===== src/rtl/scan_decoder_pkg.sv =====
// scan_decoder_pkg
// Shared definitions for the select-decode family (decoder, future demux and
// arbiter blocks): mode encodings, the widest supported select, and a one-hot
// helper that returns a MAX_N-wide vector for callers to truncate.
package scan_decoder_pkg;

  localparam int MAX_SEL_W = 5;
  localparam int MAX_N     = 1 << MAX_SEL_W;

  typedef enum logic {
    MODE_DIRECT = 1'b0,
    MODE_SCAN   = 1'b1
  } mode_e;

  // Bit 'sel' set. Selects at or beyond 2**width yield all zeros.
  function automatic logic [MAX_N-1:0] onehot(input logic [MAX_SEL_W-1:0] sel,
                                              input int width);
    logic [MAX_N-1:0] r;
    r = '0;
    if (int'(sel) < (1 << width)) r[sel] = 1'b1;
    return r;
  endfunction

endpackage


===== src/rtl/scan_decoder_if.sv =====
// scan_decoder_if
// Control/observe bundle for scan_decoder.
//   en, mode, load, sel_in : controller -> decoder
//   dec_out, sel_q, valid, wrap : decoder -> controller
// master = controller side, slave = decoder side.
interface scan_decoder_if #(
  parameter int SEL_W = 2
);
  localparam int N = 1 << SEL_W;

  logic             en;
  logic             mode;
  logic             load;
  logic [SEL_W-1:0] sel_in;
  logic [N-1:0]     dec_out;
  logic [SEL_W-1:0] sel_q;
  logic             valid;
  logic             wrap;

  modport master (
    output en, mode, load, sel_in,
    input  dec_out, sel_q, valid, wrap
  );

  modport slave (
    input  en, mode, load, sel_in,
    output dec_out, sel_q, valid, wrap
  );

endinterface


===== src/rtl/scan_decoder_dwell_counter.sv =====
// dwell_counter
// Counts 0..DWELL-1 while run=1 and wraps to 0. tick flags the last count
// of a dwell period so the owner can advance on that edge.
//   clk   : clock
//   rst   : synchronous active-high reset
//   run   : count enable; when low the count is held at 0
//   clear : force the count back to 0 on the next edge
//   tick  : count == DWELL-1 and run
module dwell_counter #(
  parameter int DWELL = 4
) (
  input  logic clk,
  input  logic rst,
  input  logic run,
  input  logic clear,
  output logic tick
);
  localparam int            CW   = (DWELL > 1) ? $clog2(DWELL) : 1;
  localparam logic [CW-1:0] LAST = CW'(DWELL - 1);

  logic [CW-1:0] cnt;

  assign tick = run && (cnt == LAST);

  always_ff @(posedge clk) begin
    if (rst || clear || !run) cnt <= '0;
    else if (cnt == LAST)     cnt <= '0;
    else                      cnt <= cnt + 1'b1;
  end

endmodule


===== src/rtl/scan_decoder.sv =====
// scan_decoder
// Registered binary-to-one-hot decoder with a latched select, output enable
// and a self-running scan mode that steps through every output, DWELL cycles
// each.
//   clk  : clock
//   rst  : synchronous active-high reset
//   bus  : scan_decoder_if.slave
//          en      output enable (gates dec_out/valid only)
//          mode    0 direct, 1 scan
//          load    capture sel_in into sel_q
//          sel_in  select value
//          dec_out registered one-hot of sel_q, inverted when ACTIVE_LOW
//          sel_q   select register
//          valid   registered en
//          wrap    one-cycle pulse on the scan step from N-1 to 0
module scan_decoder
  import scan_decoder_pkg::*;
#(
  parameter int SEL_W      = 2,
  parameter int DWELL      = 4,
  parameter bit ACTIVE_LOW = 1'b0
) (
  input  logic          clk,
  input  logic          rst,
  scan_decoder_if.slave bus
);
  localparam int           N        = 1 << SEL_W;
  localparam logic [N-1:0] INACTIVE = {N{ACTIVE_LOW}};

  logic             scan;
  logic             tick;
  logic [SEL_W-1:0] sel_r, sel_nxt;
  logic             wrap_nxt;
  logic [N-1:0]     oh_nxt;
  logic [N-1:0]     dec_r;
  logic             valid_r, wrap_r;

  assign scan = (bus.mode == MODE_SCAN);

  // A load also clears the dwell count so the loaded output gets a full dwell.
  dwell_counter #(.DWELL(DWELL)) u_dwell (
    .clk   (clk),
    .rst   (rst),
    .run   (scan),
    .clear (bus.load),
    .tick  (tick)
  );

  // load wins over a scan step landing on the same edge.
  always_comb begin
    sel_nxt  = sel_r;
    wrap_nxt = 1'b0;
    if (bus.load) begin
      sel_nxt = bus.sel_in;
    end else if (scan && tick) begin
      sel_nxt  = sel_r + 1'b1;
      wrap_nxt = (sel_r == '1);
    end
  end

  // Decode from the next-state select so dec_out tracks sel_q on the same edge.
  assign oh_nxt = N'(onehot(MAX_SEL_W'(sel_nxt), SEL_W));

  always_ff @(posedge clk) begin
    if (rst) begin
      sel_r   <= '0;
      dec_r   <= INACTIVE;
      valid_r <= 1'b0;
      wrap_r  <= 1'b0;
    end else begin
      sel_r   <= sel_nxt;
      wrap_r  <= wrap_nxt;
      valid_r <= bus.en;
      dec_r   <= bus.en ? (oh_nxt ^ INACTIVE) : INACTIVE;
    end
  end

  assign bus.sel_q   = sel_r;
  assign bus.dec_out = dec_r;
  assign bus.valid   = valid_r;
  assign bus.wrap    = wrap_r;

endmodule

===== src/flat_wrapper.sv =====
// flat-port wrapper written by rule: the top's interface ports become plain ports
module scan_decoder_flat import scan_decoder_pkg::*;
#(
  parameter int SEL_W      = 2,
  parameter int DWELL      = 4,
  parameter bit ACTIVE_LOW = 1'b0
)
  (clk, rst, bus_en, bus_mode, bus_load, bus_sel_in, bus_dec_out, bus_sel_q, bus_valid, bus_wrap);
  scan_decoder_if #(.SEL_W(SEL_W)) bus_i ();
  input  logic clk;
  input  logic rst;
  input wire logic [$bits(bus_i.en)-1:0] bus_en;
  input wire logic [$bits(bus_i.mode)-1:0] bus_mode;
  input wire logic [$bits(bus_i.load)-1:0] bus_load;
  input wire logic [$bits(bus_i.sel_in)-1:0] bus_sel_in;
  output wire logic [$bits(bus_i.dec_out)-1:0] bus_dec_out;
  output wire logic [$bits(bus_i.sel_q)-1:0] bus_sel_q;
  output wire logic [$bits(bus_i.valid)-1:0] bus_valid;
  output wire logic [$bits(bus_i.wrap)-1:0] bus_wrap;
  assign bus_i.en = bus_en;
  assign bus_i.mode = bus_mode;
  assign bus_i.load = bus_load;
  assign bus_i.sel_in = bus_sel_in;
  assign bus_dec_out = bus_i.dec_out;
  assign bus_sel_q = bus_i.sel_q;
  assign bus_valid = bus_i.valid;
  assign bus_wrap = bus_i.wrap;
  scan_decoder #(.SEL_W(SEL_W), .DWELL(DWELL), .ACTIVE_LOW(ACTIVE_LOW)) u_core (.clk(clk), .rst(rst), .bus(bus_i));
endmodule

===== config.mk =====
export PLATFORM = sky130hd
export DESIGN_NAME = scan_decoder_flat
export DESIGN_NICKNAME = d
export VERILOG_FILES = /design/src/rtl/scan_decoder_pkg.sv /design/src/rtl/scan_decoder_if.sv /design/src/rtl/scan_decoder_dwell_counter.sv /design/src/rtl/scan_decoder.sv /design/src/flat_wrapper.sv
export SDC_FILE = /design/constraint.sdc
export NUM_CORES = 1
export LEC_CHECK = 0
export CAP_MARGIN = 20
export CELL_PAD_IN_SITES_DETAIL_PLACEMENT = 1
export CELL_PAD_IN_SITES_GLOBAL_PLACEMENT = 2
export CORE_UTILIZATION = 23
export CTS_BUF_LIST = sky130_fd_sc_hd__clkbuf_4 sky130_fd_sc_hd__clkbuf_8 sky130_fd_sc_hd__clkbuf_16
export DETAILED_ROUTE_END_ITERATION = 12
export PLACE_DENSITY = 0.78
export SETUP_SLACK_MARGIN = 0.5
export SYNTH_ARGS = -nofsm -noshare
export SYNTH_HDL_FRONTEND = slang
export SYNTH_SLANG_ARGS = --single-unit
export TNS_END_PERCENT = 1

===== constraint.sdc =====
create_clock -name clk -period 1.7 [get_ports clk]
set_clock_uncertainty 0.05 [all_clocks]
set_input_delay 0.34 -clock clk [delete_from_list [all_inputs] [get_ports clk]]
set_output_delay 0.34 -clock clk [all_outputs]
set_load 0.05 [all_outputs]

==> flow_summary.json, run 1 <==
{
  "status": "completed",
  "total_power_uw": 538,
  "setup_viol": 0,
  "cp.required_ps": 1780,
  "ys_top_logic_family": "simple AND/OR/NAND/NOR gates",
  "cts_root_buf": "clkbuf_4",
  "numCtsBuffers": 3,
  "num_antenna_cells": 0,
  "synth-main-ff-cell": "dfxtp_1",
  "cts_max_level": 1,
  "grt_pass1_wl_um": 1440,
  "grt_pass1_vias": 330,
  "warning_count": 29,
  "netlist_area_um2": 382,
  "maxSlewViolCount": 0,
  "holdCritPathClass": "reg2reg",
  "ys_seq_share_pct": 52.5,
  "ant_nets": 0,
  "synthDominantCellAreaShare_pct": 52.5,
  "io_buffers": 14,
  "ys_sh_aoi_pct": 12.8,
  "cts_tree": "done",
  "ys_chip_area_um2": 382,
  "via_per_inst": 4.52,
  "clk_pin_slew_ps": 70,
  "drt_first_pass_iters": 4,
  "yosys_warnings": 0,
  "final-hold-violation-count": 0,
  "clock_sinks": 10,
  "cts_hold_buf": 0,
  "num_vias": 330,
  "syn_to_final_growth_pct": 68.2,
  "max_stage_delay_ps": 360,
  "dieArea_um2": 1830,
  "die_x_um": 42.7,
  "regArea_um2": 210,
  "wl_per_cell_um": 11.9,
  "critical_path_class": "reg2reg",
  "cts.path.max_buffers": 2,
  "p_leak_nw": 0.277,
  "ioPinCount": 15,
  "nNetsFinal": 67,
  "max_cap_violations": 0,
  "ys_cells": 34,
  "ys_sh_simple_pct": 27.2,
  "synth_nets": 43,
  "grt_max_degree": 7,
  "maxClockFrequency_ghz": 0.700,
  "cp.buffers_inverters": 1,
  "arrival_ps": 1510,
  "fin_crit_ps": 1430,
  "cp_top_family": "flip-flops",
  "slowest_stage": "dfxtp_4",
  "async_reset_ff_share_pct": 0,
  "synthDistinctLibCells": 16,
  "avgSynthCellArea_um2": 11.2,
  "nFillCells": 174,
  "drc": 0,
  "power_density_nw_per_um2": 838,
  "tightestPinTransition_ps": 338,
  "fp-utilization_pct": 25.0,
  "cp-end-kind": "flip-flop",
  "xor_share_pct": 0,
  "fin_setup_tns_ps": 0,
  "timing.final.crit_share_pct": 84.1,
  "ys_ff": 10,
  "synth-edff-count": 0,
  "area.combinational_um2": 221,
  "drive_above_1_share_pct": 50.9,
  "crit_path_start_kind": "flip-flop",
  "max_slew_margin_pct": 77.3,
  "mux_share_pct": 0,
  "antenna_found_initial": 0,
  "synth_cells": 34,
  "rsz0062_at_grt": "yes",
  "ys_sh_adder_pct": 6.56,
  "overflow": 0,
  "ir_worst_vdd_uv": 401
}
## run 1: layout make-up
| class | instances | area share (%) |
|---|---|---|
| multi-input combinational | 23 | 34.5 |
| sequential | 10 | 32.7 |
| timing repair buffer | 19 | 24.4 |
| clock buffer | 4 | 4.68 |
| tap | 16 | 3.12 |
| inverter | 1 | 0.585 |
## run 1: placed cells by master (no fill, tap or decap)
| cell | n |
|---|---|
| ha_4 | 2 |
| buf_4 | 13 |
| and3_1 | 1 |
| dfxtp_2 | 2 |
| or2b_1 | 2 |
| nand2b_1 | 1 |
| and3b_2 | 1 |
| o31ai_4 | 2 |
| nor3b_1 | 1 |
| a21boi_1 | 1 |
| nand2_1 | 2 |
| nor3_1 | 2 |
| inv_1 | 1 |
| dfxtp_4 | 2 |
| and3_4 | 1 |
| clkdlybuf4s50_1 | 5 |
| nor2_1 | 4 |
| dlygate4sd2_1 | 1 |
| clkbuf_4 | 4 |
| dfxtp_1 | 6 |
| nor3b_2 | 2 |
| a21boi_0 | 1 |
## run 1: synthesized netlist by cell type, types with 2 or more instances
| cell | count |
|---|---|
| dfxtp_1 | 10 |
| nor3b_1 | 2 |
| nand2_1 | 2 |
| nor2_1 | 4 |
| ha_1 | 2 |
| and3_1 | 2 |
| or2b_1 | 2 |
| nor3_1 | 2 |
## run 1: power by group
| part | total (mW) | switching (mW) | internal [mW] |
|---|---|---|---|
| sequential | 0.250 | 0.00695 | 0.243 |
| combinational | 0.104 | 0.0561 | 0.0475 |
| clock | 0.185 | 0.0784 | 0.106 |
| total | 0.538 | 0.141 | 0.397 |
## run 1: through the flow
stage	setup WS (ps)	instances	area, µm²	hold slack [ps]
6_report	271	73	642	381
5_1_grt	244	73	642	405
4_1_cts	292	71	627	386
3_5_place_dp	0.383	65	563	373
3_3_place_gp	-46.6	65	563	370
2_1_floorplan	306	34	415	353
## run 1: state kept, by name, indices dropped and copies added, names as in the netlist
signal	count
u_core.bus.sel_q	2
u_core.bus.dec_out	4
u_core.bus.wrap	1
u_core.bus.valid	1
u_core.u_dwell.cnt	2
## run 1: per-layer routing
metal  share of wire, %  vias up  track usage (%)
met5                  0        -                0
met4               0.92        0             7.50
met3                4.9        2             3.83
met2                 46        9             14.2
met1                 48      154             14.7
li1                   -      165                -
## run 1: repair_timing
item,CTS,global route
setup endpoints to repair,9,10
setup buffers,2,2
pin swaps,3,2
cloned,0,0
gates resized,6,0
endpoints found under the hold margin,0,0
## run 1: worst paths after layout
check	from	end	slack, ps	cells past startpoint
hold / removal	u_core.u_dwell.cnt[0]$_SDFF_PP0_	u_core.u_dwell.cnt[0]$_SDFF_PP0_	380	1
hold reg to reg	u_core.u_dwell.cnt[0]$_SDFF_PP0_	u_core.u_dwell.cnt[0]$_SDFF_PP0_	380	1
setup reg to reg	u_core.bus.sel_q[1]$_SDFF_PP0_	u_core.bus.dec_out[3]$_SDFF_PP0_	270	5
setup / recovery	u_core.bus.sel_q[1]$_SDFF_PP0_	u_core.bus.dec_out[3]$_SDFF_PP0_	270	5
## run 1: logic make-up after synthesis
kind of cell / after synthesis
and+or+nand+nor: 17
DFF: 10
AOI/OAI and AO/OA: 4
adders and majority gates: 2
buffers and inverters: 1
Figure 1. Power grid (run 1).
Scale bar: 10 µm. Pins as bars on the die edge.
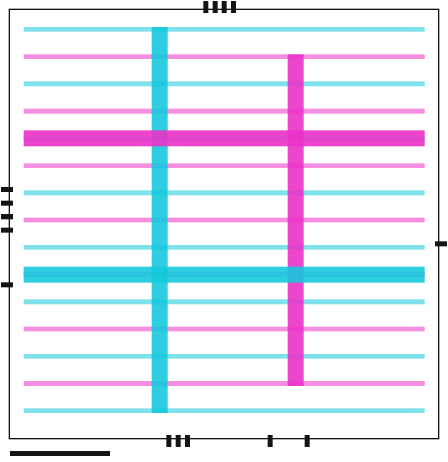
| colour | net |
|---|---|
| magenta | VDD |
| cyan | VSS |
met5 straps: 2
signal pins: 15
rows: 14
Core ar.: 1520 µm²
Die Ht: 42.7 µm

Figure 2. Placement by cell class (run 1).
Scale bar: 10 µm.
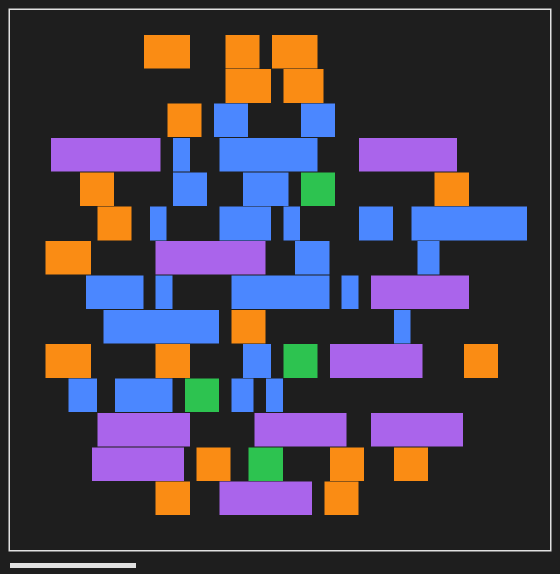
| colour | class | cells | share of their area |
|---|---|---|---|
| blue | remaining logic cells | 24 | 36% |
| green | clock drivers and dummy loads | 4 | 4.8% |
| orange | remaining buffers and delay cells | 19 | 25% |
| purple | registers | 10 | 34% |
Util after Layout: 42.1%
FP Rows: 14
final instance area: 642 µm²

Figure 3. Clock wires, drivers and flops (run 1).
Scale bar: 10 µm.
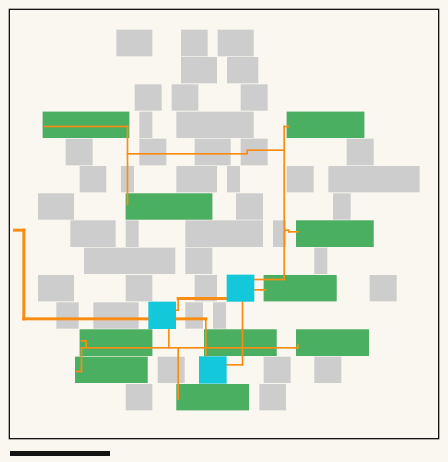
[cyan] clock-net drivers | count: 3
[green] flip-flops | count: 10
[orange] clock wires | length: 143 µm
routed clock nets: 4
clock share of power: 34.3%
clock network power: 185 µW
Clock Latency Late Sink: 260 ps

Figure 4. Signal wires by layer (run 1).
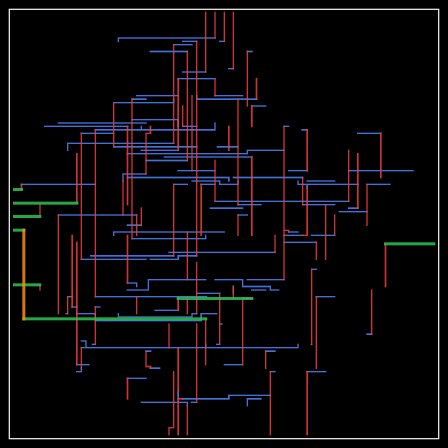
| colour | layer | wire length |
|---|---|---|
| blue | M1 | 415 µm |
| green | M3 | 43.3 µm |
| red | M2 | 403 µm |
| orange | M4 | 8.80 µm |
total track usage: 10.9%
final wirelength: 870 µm

==> run 1 -> run 2 <==
- CORE_UTILIZATION: 23 -> 21
- PLACE_DENSITY: 0.78 -> 0.75
- clock period: 1.7 -> 1.14 ns (I/O delays scaled with it)
Figure 5. Signal wires by layer (run 2).
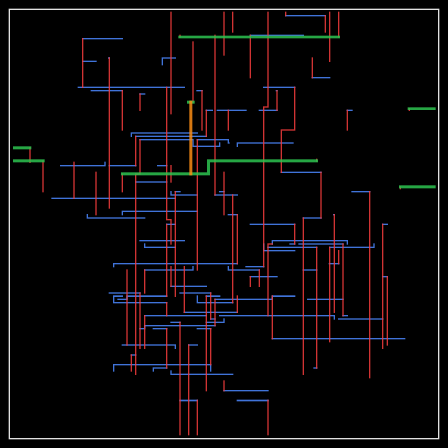
| colour | layer | wire length |
|---|---|---|
| red | M2 | 450 µm |
| orange | M4 | 7.50 µm |
| green | M3 | 49.1 µm |
| blue | M1 | 338 µm |

Figure 6. Clock wires, drivers and flops (run 2).
Scale bar: 10 µm.
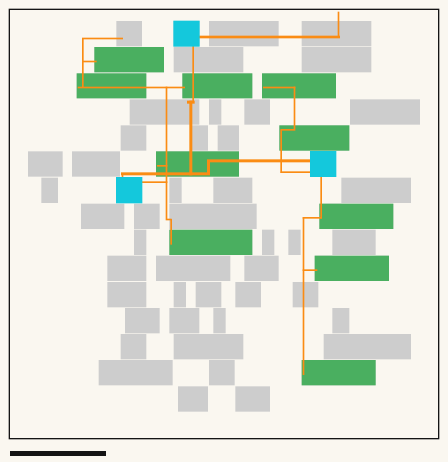
[cyan] clock-net drivers | count: 3
[orange] clock wires | length: 141 µm
[green] flip-flops | count: 10
routed clock nets: 4

Figure 7. Power grid (run 2).
Scale bar: 10 µm. Pins as bars on the die edge.
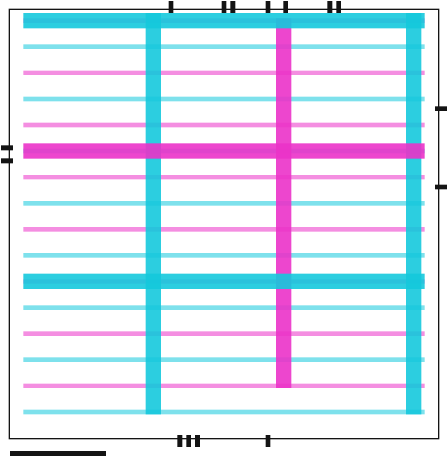
| colour | net |
|---|---|
| magenta | VDD |
| cyan | VSS |
met1 rails: 16
met4 straps: 3

==> run 2 against run 1 <==
Effect of this change: the flow now finishes with violations (setup timing); die size up 9.1%; worst setup slack worse by 450 ps; via count down 1.2%; synthesized cell count unchanged; routed wire length down 3.0%; combinational power up 79%; maximum frequency up 8.2%; non-clock buffer count unchanged; global-route usage up 0.27 points; clock-buffer cell count unchanged; cell count up 12%; flip-flop count unchanged; critical endpoint is now u_core.bus.dec_out[1]$_SDFF_PP0_.
==> flow_summary.json, run 2 <==
{
  "status": "complete, but fails checks",
  "violations": "setup timing",
  "num_antenna_cells": 0,
  "antenna_found_initial": 0,
  "place_hpwl_um": 644,
  "avgSynthCellArea_um2": 11.2,
  "drive_above_1_share_pct": 57.9,
  "holdWs_ps": 107,
  "crit_path_start_kind": "flip-flop",
  "arrival_ps": 1470,
  "yosys_warnings": 0,
  "synth-main-ff-cell": "dfxtp_1",
  "via_per_inst": 3.98,
  "synthDistinctLibCells": 16,
  "cts_tree": "done",
  "grt_use_met1_pct": 13.1,
  "tightestPinTransition_ps": 279,
  "area.combinational_um2": 229,
  "max_slew_margin_pct": 81.4,
  "clock_latency_ps": 270,
  "lay_top_count": "buf_12",
  "maxSlewViolCount": 0,
  "ys_chip_area_um2": 382,
  "drc": 0,
  "dieArea_um2": 1990,
  "xor_share_pct": 0,
  "die_x_um": 44.6,
  "ys_sh_aoi_pct": 12.8,
  "largest_reg_flops": 4,
  "ys_top_logic_family": "simple AND/OR/NAND/NOR gates",
  "grt_pass1_vias": 335,
  "setup_viol": 8,
  "final_cell_mix": "buf_12 (8), nor2_1 (4), clkbuf_4 (4), dfxtp_1 (4), dfxtp_2 (4)",
  "grt_use_met2_pct": 17.4,
  "fin_crit_ps": 1320,
  "synth_nets": 43,
  "numCtsBuffers": 3,
  "grt_max_degree": 7,
  "clk_pin_slew_ps": 70,
  "cts_hold_buf": 0,
  "worstPathMaxFanout": 5,
  "die_h_um": 44.6,
  "cp.required_ps": 1290,
  "overflow": 0,
  "total_power_uw": 839,
  "ys_sh_simple_pct": 27.2,
  "nFillCells": 187,
  "mux_share_pct": 0,
  "fin_setup_tns_ps": -724,
  "ys_seq_share_pct": 52.5,
  "fp.coreArea_um2": 1710,
  "setup_ws_ps": -181,
  "cts.path.max_buffers": 2,
  "syn_to_final_growth_pct": 100,
  "nNetsFinal": 67,
  "grt_util_met3_pct": 6.12,
  "yosys-top-cells-area": "dfxtp_1 (52%), ha_1 (6.6%), o31ai_4 (5.6%)",
  "cts_root_buf": "clkbuf_4",
  "io_buffers": 14,
  "busiest_layer": "met2",
  "timing.final.crit_share_pct": 116,
  "ioPinCount": 15,
  "max_cap_violations": 0,
  "ir_worst_vdd_uv": 556,
  "ys_ff": 10,
  "synth_cells": 34,
  "ys_cells": 34,
  "p_leak_nw": 0.313,
  "drt_first_pass_iters": 2,
  "synth-edff-count": 0,
  "final-hold-violation-count": 0,
  "netlist_area_um2": 382,
  "num_vias": 326,
  "routed_wl_um": 844,
  "warning_count": 29,
  "place_ws_ps": -479,
  "power_density_nw_per_um2": 1100,
  "critical_path_class": "reg2reg",
  "wl_per_cell_um": 10.3,
  "rsz0062_at_grt": "yes",
  "clock_sinks": 10,
  "post-synth-top-count-cell": "dfxtp_1",
  "async_reset_ff_share_pct": 0,
  "cts_max_level": 1,
  "fp-utilization_pct": 22.3,
  "ys_sh_adder_pct": 6.56,
  "maxClockFrequency_ghz": 0.757,
  "holdCritPathClass": "in2reg",
  "top_cells_by_count": "dfxtp_1 (10), nor2_1 (4)",
  "cp-end-kind": "flip-flop",
  "grtUsageTotal_pct": 11.2,
  "place.gp.congestion": 0.735,
  "rows": 15,
  "synthDominantCellAreaShare_pct": 52.5,
  "drt-initial-drc-count": 1,
  "regArea_um2": 213,
  "top_area_cell": "dfxtp_1",
  "grt_pass1_wl_um": 1530,
  "ant_nets": 0
}
==> run 2: cell counts after synthesis <==
Identical to the previous run, type by type.
==> run 2: cell families (layout without fill, tap and decap cells) <==
logic type,count (synthesis),after routing
simple gates,17,17
flops,10,10
compound gates,4,4
fa+ha+maj,2,2
buf+inv,1,24
==> run 2: worst max-delay path: stages, from the launching register on <==
cell     delay, ps
dfxtp_4        350
ha_4           230
and3_4         170
o31ai_4        240
nor3b_2        210
==> run 2: metal layers <==
metal,wire (µm),up-vias
met3,49,2
li1,-,165
met5,0,-
met1,337,150
met2,449,9
met4,7,0
==> run 2: stage by stage <==
| step | utilization [%] | cells | instance area, µm² |
|---|---|---|---|
| 2_1_floorplan | - | 34 | 415 |
| 3_3_place_gp | 40.8 | 77 | 697 |
| 3_5_place_dp | 40.8 | 77 | 697 |
| 4_1_cts | 45.0 | 82 | 768 |
| 5_1_grt | 44.8 | 82 | 764 |
| 6_report | 44.8 | 82 | 764 |
==> run 2: layout make-up <==
| type | count | area share [%] |
|---|---|---|
| clock buffer | 4 | 3.93 |
| sequential | 10 | 27.8 |
| tap | 25 | 4.09 |
| timing repair buffer | 19 | 33.7 |
| inverter | 1 | 0.491 |
| multi-input combinational | 23 | 30.0 |
==> run 2: final timing paths <==
path                                                  startpoint                          endpoint  slack (ps)  cells after the start
worst max register to register    u_core.bus.sel_q[1]$_SDFF_PP0_  u_core.bus.dec_out[1]$_SDFF_PP0_        -180                      4
worst min-delay path                                         rst    u_core.bus.sel_q[1]$_SDFF_PP0_         110                      2
worst min register to register  u_core.u_dwell.cnt[0]$_SDFF_PP0_  u_core.u_dwell.cnt[0]$_SDFF_PP0_         390                      1
worst max-delay path              u_core.bus.sel_q[1]$_SDFF_PP0_  u_core.bus.dec_out[1]$_SDFF_PP0_        -180                      4
==> run 2: what timing repair did <==
item	4_1_cts	5_1_grt
endpoints found under the setup margin	18	18
buffers inserted	1	0
pin swaps	5	3
resized	15	4
==> run 2: report_power, final <==
part           internal, mW  switching, mW
clock                 0.159          0.118
combinational         0.100         0.0862
sequential            0.363         0.0126
total                 0.622          0.217
No activity file was given, so power comes from the tool's default toggle rates.
